## src/rtl/avalon_pio_ext_if.sv

```systemverilog
// avalon_pio_ext_if: Avalon-MM slave bus bundle for the parallel I/O block
interface avalon_pio_ext_if;
  logic [2:0]  address;
  logic        chipselect;
  logic        write_n;
  logic [31:0] writedata;
  logic [31:0] readdata;
  modport master(output address, chipselect, write_n, writedata, input readdata);
  modport slave(input address, chipselect, write_n, writedata, output readdata);
endinterface

```

## src/rtl/avalon_pio_ext.sv

```systemverilog
// avalon_pio_ext: Avalon-MM PIO with per-bit direction, edge capture, IRQ mask and atomic set/clear
module avalon_pio_ext #(
  parameter int          DATA_WIDTH  = 8,
  parameter logic [31:0] RESET_VALUE = 0,
  parameter logic [31:0] DIR_RESET   = 0,
  parameter int          EDGE_TYPE   = 0
) (
  input  logic                  clk,
  input  logic                  reset,
  avalon_pio_ext_if.slave       bus,
  input  logic [DATA_WIDTH-1:0] in_port,
  output logic [DATA_WIDTH-1:0] out_port,
  output logic [DATA_WIDTH-1:0] out_en,
  output logic                  irq
);
  localparam logic [DATA_WIDTH-1:0] RV = RESET_VALUE[DATA_WIDTH-1:0];
  localparam logic [DATA_WIDTH-1:0] DV = DIR_RESET[DATA_WIDTH-1:0];
  logic [DATA_WIDTH-1:0] data_out, dir, mask, edge_cap, in_s1, in_sync, prev;
  logic [DATA_WIDTH-1:0] wd, edge_det, clr, data_nxt, dir_nxt, mask_nxt, rd;
  logic wr;
  logic unused_wd;
  assign unused_wd = ^bus.writedata;
  assign wr = bus.chipselect & ~bus.write_n;
  assign wd = bus.writedata[DATA_WIDTH-1:0];
  assign out_port = data_out;
  assign out_en = dir;
  assign irq = |(edge_cap & mask);
  always_comb begin
    edge_det = EDGE_TYPE == 0 ? in_sync & ~prev : EDGE_TYPE == 1 ? ~in_sync & prev : in_sync ^ prev;
    data_nxt = !wr ? data_out : bus.address == 3'd0 ? wd : bus.address == 3'd4 ? data_out | wd :
               bus.address == 3'd5 ? data_out & ~wd : data_out;
    dir_nxt  = wr && bus.address == 3'd1 ? wd : dir;
    mask_nxt = wr && bus.address == 3'd2 ? wd : mask;
    clr      = wr && bus.address == 3'd3 ? wd : '0;
    rd = bus.address == 3'd0 ? (dir & data_out) | (~dir & in_sync) : bus.address == 3'd1 ? dir :
         bus.address == 3'd2 ? mask : bus.address == 3'd3 ? edge_cap : '0;
  end
  always_ff @(posedge clk) begin
    if (reset) begin
      data_out     <= RV;
      dir          <= DV;
      mask         <= '0;
      edge_cap     <= '0;
      in_s1        <= '0;
      in_sync      <= '0;
      prev         <= '0;
      bus.readdata <= '0;
    end else begin
      data_out     <= data_nxt;
      dir          <= dir_nxt;
      mask         <= mask_nxt;
      // a fresh edge wins over a same-cycle clear so no edge is ever lost
      edge_cap     <= (edge_cap & ~clr) | edge_det;
      in_s1        <= in_port;
      in_sync      <= in_s1;
      prev         <= in_sync;
      bus.readdata <= 32'(rd);
    end
  end
endmodule

```

## src/flat_wrapper.sv

```systemverilog
// flat-port wrapper written by rule: the top's interface ports become plain ports
module avalon_pio_ext_flat 
#(
  parameter int          DATA_WIDTH  = 8,
  parameter logic [31:0] RESET_VALUE = 0,
  parameter logic [31:0] DIR_RESET   = 0,
  parameter int          EDGE_TYPE   = 0
)
  (clk, reset, in_port, out_port, out_en, irq, bus_address, bus_chipselect, bus_write_n, bus_writedata, bus_readdata);
  avalon_pio_ext_if bus_i ();
  input  logic clk;
  input  logic reset;
  input  logic [DATA_WIDTH-1:0] in_port;
  output logic [DATA_WIDTH-1:0] out_port;
  output logic [DATA_WIDTH-1:0] out_en;
  output logic irq;
  input wire logic [$bits(bus_i.address)-1:0] bus_address;
  input wire logic [$bits(bus_i.chipselect)-1:0] bus_chipselect;
  input wire logic [$bits(bus_i.write_n)-1:0] bus_write_n;
  input wire logic [$bits(bus_i.writedata)-1:0] bus_writedata;
  output wire logic [$bits(bus_i.readdata)-1:0] bus_readdata;
  assign bus_i.address = bus_address;
  assign bus_i.chipselect = bus_chipselect;
  assign bus_i.write_n = bus_write_n;
  assign bus_i.writedata = bus_writedata;
  assign bus_readdata = bus_i.readdata;
  avalon_pio_ext #(.DATA_WIDTH(DATA_WIDTH), .RESET_VALUE(RESET_VALUE), .DIR_RESET(DIR_RESET), .EDGE_TYPE(EDGE_TYPE)) u_core (.clk(clk), .reset(reset), .bus(bus_i), .in_port(in_port), .out_port(out_port), .out_en(out_en), .irq(irq));
endmodule
```

## config.mk

```make
export PLATFORM = sky130hd
export DESIGN_NAME = avalon_pio_ext_flat
export DESIGN_NICKNAME = d
export VERILOG_FILES = /design/src/rtl/avalon_pio_ext_if.sv /design/src/rtl/avalon_pio_ext.sv /design/src/flat_wrapper.sv
export SDC_FILE = /design/constraint.sdc
export NUM_CORES = 1
export LEC_CHECK = 0
export ABC_AREA = 1
export CAP_MARGIN = 40
export CORE_AREA = 2 2 87 89
export CTS_CLUSTER_SIZE = 40
export DETAILED_ROUTE_END_ITERATION = 12
export DIE_AREA = 0 0 89 91
export PLACE_DENSITY = 0.71
export RECOVER_POWER = 50
export SETUP_SLACK_MARGIN = 0.4
export SYNTH_ARGS = -nofsm -noshare
export SYNTH_HDL_FRONTEND = slang
export SYNTH_SLANG_ARGS = --single-unit
export TNS_END_PERCENT = 5
```

## constraint.sdc

```tcl
create_clock -name clk -period 2.5 [get_ports clk]
set_input_delay 0.25 -clock clk [delete_from_list [all_inputs] [get_ports clk]]
set_output_delay 0.25 -clock clk [all_outputs]
set_load 0.01 [all_outputs]
```

Run 1, floorplan with the power grid:
Bar = 20 um. Pins as bars on the die edge.
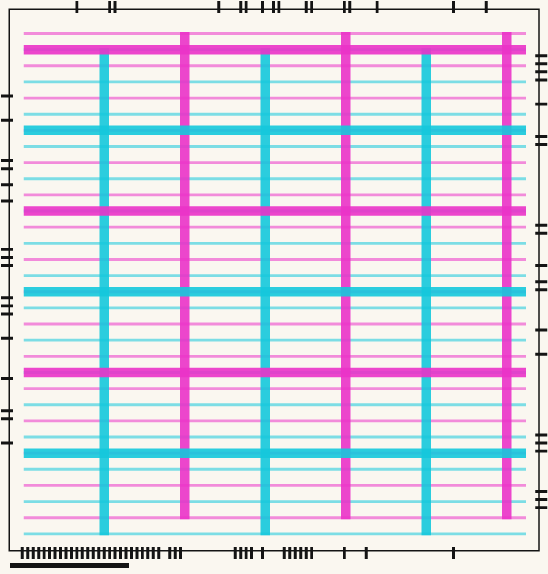
VSS: shown in cyan. VDD: shown in magenta.
32 met1 rails follow the rows. 6 straps on met4. The core has 31 rows. 96 signal pins sit on the boundary. 6 straps on met5.

Run 1, signal wires by layer:
Bar = 20 um. Only two layers are drawn.
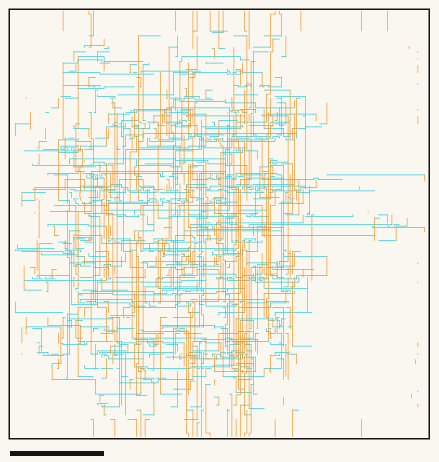
M2: shown in orange, wire length 3,180 um. M1: shown in cyan, wire length 2,970 um.

==> flow_metrics.env, run 1 <==
# physical design summary
export IMPL_ys_sh_adder_pct=0
export IMPL_syn_area_mm2=0.00280
export IMPL_slowest_delay_ns=1.08
export IMPL_ys_cells=386
export IMPL_core_mm2=0.00714
export IMPL_dieArea_mm2=0.00810
export IMPL_vdd_drop_max_uv=324
export IMPL_crit_path_frequent_cell="nand2_1"
export IMPL_nNetsFinal=483
export IMPL_met1_usage_pct=24.1
export IMPL_cts_resized=0
export IMPL_top_layer_used="met4"
export IMPL_worstHoldPathType="reg -> reg"
export IMPL_r2r_end="u_core.bus.readdata[5]"
export IMPL_hold_path_depth=2
export IMPL_topCombFamilyByArea="simple AND/OR/NAND/NOR gates"
export IMPL_p_leak_nw=1.51
export IMPL_maxCapViolations=0
export IMPL_met2_length_um=3180
export IMPL_gp_congestion=0.903
export IMPL_die_w_um=89
export IMPL_crit_family="buffers and inverters"
export IMPL_synth_warnings=0
export IMPL_dr_wl_met3_um=503
export IMPL_endpoint_kind="register"
export IMPL_synth_area_yosys_mm2=0.00280
export IMPL_relSlewSlack_pct=1.97
export IMPL_lay_top_count="nand2_1"
export IMPL_fin_crit_ns=2.01
export IMPL_path_depth=5
export IMPL_hpwl_um=4530
export IMPL_r2r_start="u_core.out_en[5]"
export IMPL_top_usage_layer="met2"
export IMPL_synthMuxAreaShare_pct=0
export IMPL_warning_count=50
export IMPL_yosys_area_share_simple_pct=25.1
export IMPL_worst_setup_path_type="in -> reg"
export IMPL_die_height_um=91
export IMPL_htree_levels=3
export IMPL_fin_setup_tns_ns=0
export IMPL_power_per_cell_area_mw_per_mm2=620
export IMPL_status="completed"
export IMPL_io_pin_count=96
export IMPL_diodes=0
export IMPL_ant_nets=0
export IMPL_clock_skew_ns=0.00662
export IMPL_ys_sh_xor_pct=0
export IMPL_path_cells="clkdlybuf4s50_1, clkbuf_1, nor2_1, nand2_1, nand2_1"
export IMPL_cts_root_buf="clkbuf_8"
export IMPL_io_buffers=47
export IMPL_clockBufferDepth=2
export IMPL_grt_max_degree=33
export IMPL_hold_end="u_core.in_sync[1]"
export IMPL_dp_cells=524
export IMPL_grt_usage_pct=18.0
export IMPL_cts_hold_buf=0
export IMPL_drive_gt1_share_pct=7.05
export IMPL_cp_max_fo=32
export IMPL_ff2ff_setup_slack_ns=1.57
export IMPL_avgSynthCellArea_um2=7.26
export IMPL_fill_cells=711
export IMPL_drt_first_pass_iters=5
export IMPL_hold_viol=0
export IMPL_clock_sinks=64
export IMPL_synth_flop_count=64
export IMPL_antenna_found_initial=0
export IMPL_grt_pass1_vias=2339
export IMPL_initial_core_util_pct=39.3
export IMPL_drt_iter0_drc=314
export IMPL_area_growth_syn_to_layout_pct=23.4
export IMPL_setup_viol_count_final=0
export IMPL_routedWlPerCell_um=12.5
export IMPL_start_kind="primary input"
export IMPL_worstMarginPinSlew_ns=1.47
export IMPL_critPathArrivalTime_ns=2.25
export IMPL_grt_pass1_wl_um=11200
Run 1, the metal 3 layer:
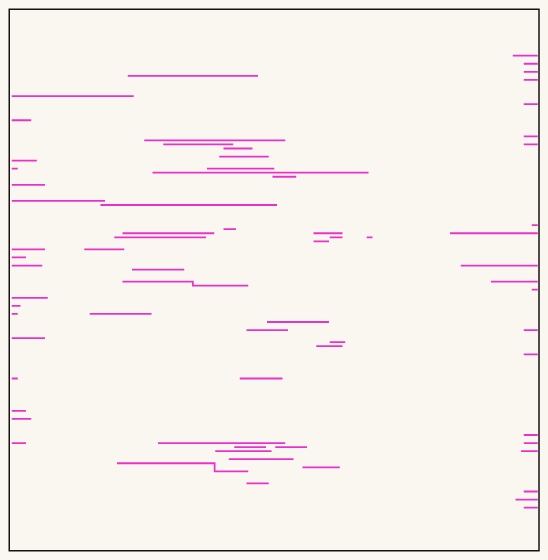
59 nets have wire on it. The wires run mostly horizontal. The layer carries 504 um of wire. The layer holds 7.4% of the routed length.

Run 1, met2 routing:
Bar = 20 um.
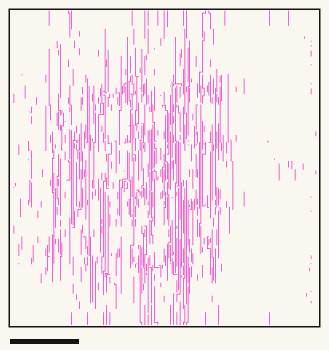
The layer carries 3,180 um of wire. The wires run mostly vertical.

==> run 1: power breakdown <==
part | total (W) | switching (W) | internal, W
logic | 0.000206 | 0.000127 | 0.0000791
registers | 0.00107 | 0.0000188 | 0.00106
clock network | 0.000862 | 0.000385 | 0.000477
==> run 1: synth_stat cells <==
library cell  instances  area share, %
nand4_1               8            1.8
nor2_1               59            7.9
nand3_1              16            2.9
inv_2                 2           0.27
nor2_2                3           0.67
nor2_4                3            1.2
dfxtp_1              64             46
clkbuf_1              6           0.80
inv_1                52            7.0
buf_6                 1           0.40
nand2_2               1           0.22
clkinv_4              2           0.63
buf_4                26            7.0
a21oi_1              24            4.3
conb_1                1           0.13
a22o_1                4            1.3
nand2_4               2           0.80
nand2_1              69            9.2
o21ai_0              40            7.1
buf_2                 2           0.36
nor3_2                1           0.36
==> run 1: layout make-up <==
| class | instances | area (um^2) | area share [%] |
|---|---|---|---|
| Clock inverter | 4 | 45.0 | 1.30 |
| Inverter | 56 | 220 | 6.37 |
| Multi-Input combinational cell | 254 | 1150 | 33.2 |
| Sequential cell | 64 | 1280 | 37.1 |
| Clock buffer | 11 | 141 | 4.09 |
| Tap cell | 99 | 124 | 3.58 |
| Timing Repair Buffer | 51 | 497 | 14.4 |
==> run 1: stage by stage <==
| stage | instance area, um^2 | total power (W) | util, % | hold slack, ns | setup slack, ns |
|---|---|---|---|---|---|
| floorplan | 2890 | 0.00124 | - | 0.357 | 1.38 |
| global placement | 3270 | 0.00130 | 45.9 | 0.391 | 0.403 |
| detailed placement | 3270 | 0.00130 | 45.9 | 0.394 | 0.384 |
| CTS | 3460 | 0.00215 | 48.5 | 0.405 | 0.641 |
| global route | 3460 | 0.00223 | 48.4 | 0.423 | 0.321 |
| finish | 3460 | 0.00214 | 48.4 | 0.403 | 0.488 |
==> inputs of run 2 (changes only) <==
clock period = 1.9 ns   (was 2.5 ns; I/O delays follow)
Run 2, floorplan with the power grid:
Bar = 20 um. Pins as bars on the die edge.
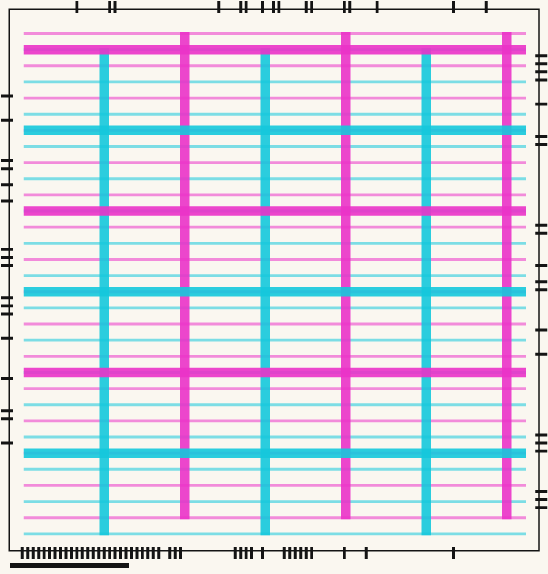
VSS: shown in cyan. VDD: shown in magenta.
32 met1 rails follow the rows. The core has 31 rows. 6 straps on met4. 6 straps on met5. 96 signal pins sit on the boundary.

Run 2, clock routing:
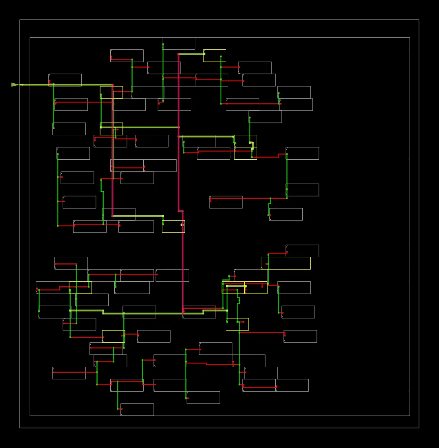
clock skew: 0.00642 ns
clkbuf count: 11
Latency at later pin: 0.34 ns
cts bufs inserted: 9
Flops: 64

==> run 2 against run 1 <==
Compared with the run above: clock skew barely moved; core utilization increased by 0.60 points; synthesized cell count did not move; register-to-register slack got worse by 0.59 ns; die size is the same; clock power up about 30%; non-clock buffer count is 8 higher; final area increased by 1.2%; first-iteration DRC count decreased by 51%; critical path type unchanged.
==> flow_metrics.env, run 2 <==
# physical design summary
export IMPL_initial_core_util_pct=39.3
export IMPL_synthFlopType="dfxtp_1"
export IMPL_top_usage_layer="met2"
export IMPL_area_growth_syn_to_layout_pct=24.9
export IMPL_met1_usage_pct=21.9
export IMPL_syn_area_mm2=0.00280
export IMPL_cts_root_buf="clkbuf_8"
export IMPL_die_height_um=91
export IMPL_core_mm2=0.00714
export IMPL_warning_count=52
export IMPL_drive_gt1_share_pct=8.09
export IMPL_ys_sh_adder_pct=0
export IMPL_endpoint_kind="register"
export IMPL_synth_warnings=0
export IMPL_p_int_w=0.00215
export IMPL_diodes=0
export IMPL_worst_setup_path_type="in -> reg"
export IMPL_synth_area_yosys_mm2=0.00280
export IMPL_vdd_drop_max_uv=607
export IMPL_total_power_w=0.00281
export IMPL_pg_seq_w=0.00142
export IMPL_synth_flop_count=64
export IMPL_clock_sinks=64
export IMPL_met2_length_um=2980
export IMPL_combPwrFrac_pct=9.8
export IMPL_r2r_end="u_core.bus.readdata[7]"
export IMPL_synthMuxAreaShare_pct=0
export IMPL_final_cell_area_mm2=0.00350
export IMPL_r2r_start="u_core.out_en[7]"
export IMPL_die_w_um=89
export IMPL_grt_overflow=0
export IMPL_aoi_share_pct=12.7
export IMPL_ys_sh_xor_pct=0
export IMPL_drt_first_pass_iters=5
export IMPL_place_area_mm2=0.00333
export IMPL_htree_levels=3
export IMPL_power_per_cell_area_mw_per_mm2=802
export IMPL_comb_power_w=0.000275
export IMPL_yosys_area_share_simple_pct=25.1
export IMPL_swShare_pct=23.3
export IMPL_grt_pass1_vias=2251
export IMPL_fill_cells=720
export IMPL_io_buffers=47
export IMPL_setup_slack_ns=0.348
export IMPL_grt_max_degree=33
export IMPL_cp_max_fo=9
export IMPL_status="completed"
export IMPL_timing_hold_ws_ns=0.366
export IMPL_yosysTopAreaCellShare_pct=45.7
export IMPL_top_cells_by_area="dfxtp_1 (46%), nand2_1 (9.2%), nor2_1 (7.9%), o21ai_0 (7.1%), buf_4 (7.0%)"
export IMPL_fin_crit_ns=1.55
export IMPL_final_core_utilization_pct=49.0
export IMPL_dp_cells=532
export IMPL_critPathArrivalTime_ns=1.77
export IMPL_edf_count=0
export IMPL_worstHoldPathType="in -> reg"
export IMPL_pwr_share_clk_pct=39.8
export IMPL_worstMarginPinSlew_ns=0.648
export IMPL_setup_viol_count_final=0
export IMPL_dieArea_mm2=0.00810
export IMPL_nNetsFinal=491
export IMPL_dr_wl_met3_um=355
export IMPL_ys_cells=386
export IMPL_power_clock_w=0.00112
export IMPL_lay_top_count="nand2_1"
export IMPL_hold_viol=0
export IMPL_io_pin_count=96
export IMPL_ant_nets=0
export IMPL_p_leak_nw=1.51
export IMPL_grt_usage_pct=16.8
export IMPL_antenna_found_initial=0
export IMPL_synthArstFlopShare_pct=0
export IMPL_routedWlPerCell_um=11.8
export IMPL_synthTopCellsByCount="nand2_1 (69), dfxtp_1 (64), nor2_1 (59)"
export IMPL_yosys_cell_count_top_type="nand2_1"
export IMPL_fin_setup_tns_ns=0
export IMPL_power_switching_w=0.000655
==> run 2: cell types whose count changed in the layout (fill, tap and decap cells not counted), sizes merged, moves of 3 or more <==
| cell | previous run | this run |
|---|---|---|
| clkinv | 5 | 2 |
| buf | 3 | 10 |
| clkdlybuf4s50 | 32 | 38 |
| dlygate4sd3 | 15 | 7 |
==> run 2: worst min-delay path by stage <==
| stage | cells past startpoint | startpoint | to | slack (ns) |
|---|---|---|---|---|
| 4_1_cts | 3 | in_port[2] | u_core.in_s1[2] | 0.35 |
| 6_report | 3 | in_port[3] | u_core.in_s1[3] | 0.37 |
| 5_1_grt | 3 | in_port[6] | u_core.in_s1[6] | 0.38 |
| 2_1_floorplan | 2 | in_port[0] | u_core.in_s1[0] | 0.30 |
| 3_3_place_gp | 2 | u_core.in_s1[0] | u_core.in_sync[0] | 0.39 |
| 3_5_place_dp | 2 | u_core.in_s1[4] | u_core.in_sync[4] | 0.39 |
==> run 2: critical path, cell delays in order <==
cell	delay, ns
clkdlybuf4s50_1	0.53
nor2_1	0.18
nand2_1	0.06
nor2_1	0.42
inv_2	0.17
nor2_1	0.16
nor2_1	0.07
==> run 2: cell type report <==
type | instances | area (um^2) | area share (%)
Clock buffer | 11 | 151 | 4.33
Tap cell | 99 | 124 | 3.54
Multi-Input combinational cell | 254 | 1130 | 32.4
Clock inverter | 1 | 30.0 | 0.858
Timing Repair Buffer | 59 | 554 | 15.8
Inverter | 56 | 220 | 6.29
Sequential cell | 64 | 1280 | 36.7
==> run 2: timing repair <==
item	in CTS	in global routing
hold buffers	0	0
gates resized	4	2
endpoints found under the hold margin	0	0
setup endpoints to repair	4	10
==> inputs of run 3 (changes only) <==
clock period = 1.5 ns   (was 1.9 ns; I/O delays follow)
Run 3, floorplan with the power grid:
Bar = 20 um. Pins as bars on the die edge.
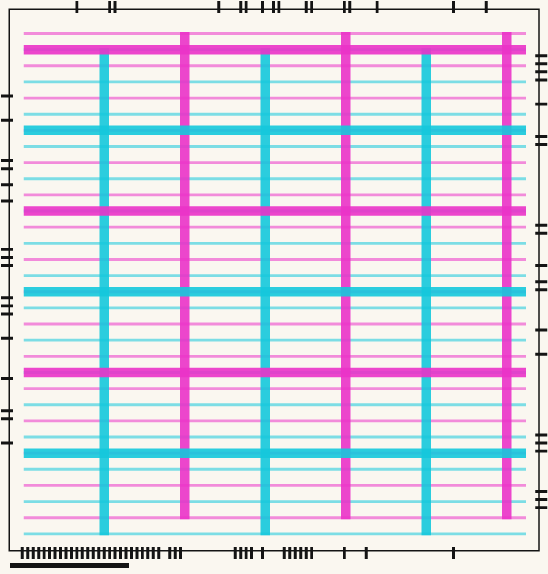
VDD: shown in magenta. VSS: shown in cyan.
6 straps on met4. 96 signal pins sit on the boundary. 6 straps on met5.

Run 3, met2 routing:
Bar = 20 um.
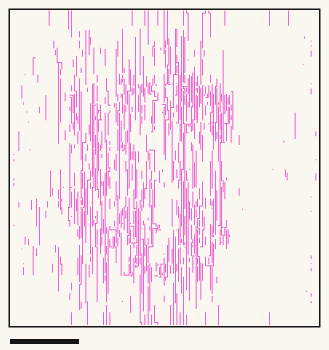
369 nets have wire on it. The layer holds 46% of the routed length.

==> run 3 against run 2 <==
Compared with the run above: first-iteration DRC count grew 17%; power grew 37%; synthesized cell count did not move; sequential power up 26%; worst setup slack lost 0.19 ns; register-to-register slack worse by 0.49 ns; combinational power up 44%; worst hold slack got worse by 0.055 ns; sequential share of layout area decreased by 1.8 points; via count up 5.7%; final area up 5.6%.
==> flow_metrics.env, run 3 <==
# physical design summary
export IMPL_cts_root_buf="clkbuf_8"
export IMPL_clock_skew_ns=0.00701
export IMPL_ant_nets=0
export IMPL_synthFlopType="dfxtp_1"
export IMPL_maxCapViolations=0
export IMPL_htree_levels=3
export IMPL_edf_count=0
export IMPL_cts_made_buffers=9
export IMPL_worstHoldPathType="in -> reg"
export IMPL_r2r_start="u_core.out_en[5]"
export IMPL_grt_max_degree=33
export IMPL_ys_sh_adder_pct=0
export IMPL_grt_overflow=0
export IMPL_status="completed"
export IMPL_fin_setup_tns_ns=0
export IMPL_synthMuxAreaShare_pct=0
export IMPL_clockBufferDepth=2
export IMPL_synth_warnings=0
export IMPL_synthTopCellsByCount="nand2_1 (69), dfxtp_1 (64), nor2_1 (59)"
export IMPL_met1_usage_pct=24.2
export IMPL_grt_usage_pct=18.5
export IMPL_r2r_end="u_core.bus.readdata[5]"
export IMPL_cp_max_fo=3
export IMPL_vdd_drop_max_uv=563
export IMPL_top_cells_by_area="dfxtp_1 (46%), nand2_1 (9.2%), nor2_1 (7.9%), o21ai_0 (7.1%), buf_4 (7.0%)"
export IMPL_final_core_utilization_pct=51.8
export IMPL_diodes=0
export IMPL_crit_family="flip-flops"
export IMPL_path_cells="a22o_1, nor2_1, nand2_1, buf_6"
export IMPL_drive_gt1_share_pct=14.1
export IMPL_core_mm2=0.00714
export IMPL_synth_flop_count=64
export IMPL_topCombFamilyByArea="simple AND/OR/NAND/NOR gates"
export IMPL_final_cell_area_mm2=0.00369
export IMPL_hold_end="u_core.in_s1[5]"
export IMPL_fin_crit_ns=1.34
export IMPL_p_leak_nw=1.69
export IMPL_fill_cells=691
export IMPL_insertion_delay_ns=0.35
run 3: cell count changes in the layout (fill, tap and decap cells not counted), moves of 2 or more:
cell,previous run,this run
nor2_1,62,59
dfxtp_1,62,58
buf_4,10,28
nor2_2,1,3
dlygate4sd3_1,7,1
clkdlybuf4s50_1,38,26
dfxtp_2,2,6
clkdlybuf4s25_1,1,3
dlygate4sd2_1,0,15
run 3: worst min-delay path, delay by kind of cell:
family | cells | cell delay (ns)
simple gates | 1 | 0.03
buf+inv | 2 | 0.44
run 3: final cells by class:
type / instances / area [um^2] / area share (%)
Multi-Input combinational cell: 254 / 1150 / 31.1
Timing Repair Buffer: 78 / 693 / 18.8
Clock buffer: 12 / 155 / 4.20
Tap cell: 99 / 124 / 3.35
Inverter: 56 / 220 / 5.96
Sequential cell: 64 / 1290 / 34.9
Clock inverter: 3 / 65.1 / 1.76
run 3: cell families (layout without fill, tap and decap cells):
family / Yosys count / in the layout
buffers and inverters: 91 / 149
AND-OR/OR-AND: 68 / 68
flip-flops: 64 / 64
AND/OR/NAND/NOR: 162 / 162
other: 1 / 24
run 3: report_power, final:
| part | total, W | switching [W] | internal (W) |
|---|---|---|---|
| Combinational | 0.000396 | 0.000225 | 0.000171 |
| Clock | 0.00166 | 0.000645 | 0.00102 |
| Sequential | 0.00179 | 0.0000317 | 0.00176 |
run 3: metrics by stage:
step	hold slack, ns	total power, W	std cells	setup WS [ns]
5_1_grt	0.343	0.00399	566	0.0936
6_report	0.310	0.00385	566	0.162
2_1_floorplan	0.257	0.00206	409	0.481
3_3_place_gp	0.389	0.00221	548	-0.0736
3_5_place_dp	0.394	0.00222	548	-0.101
4_1_cts	0.303	0.00386	565	0.153
No activity file was given, so power comes from the tool's default toggle rates.
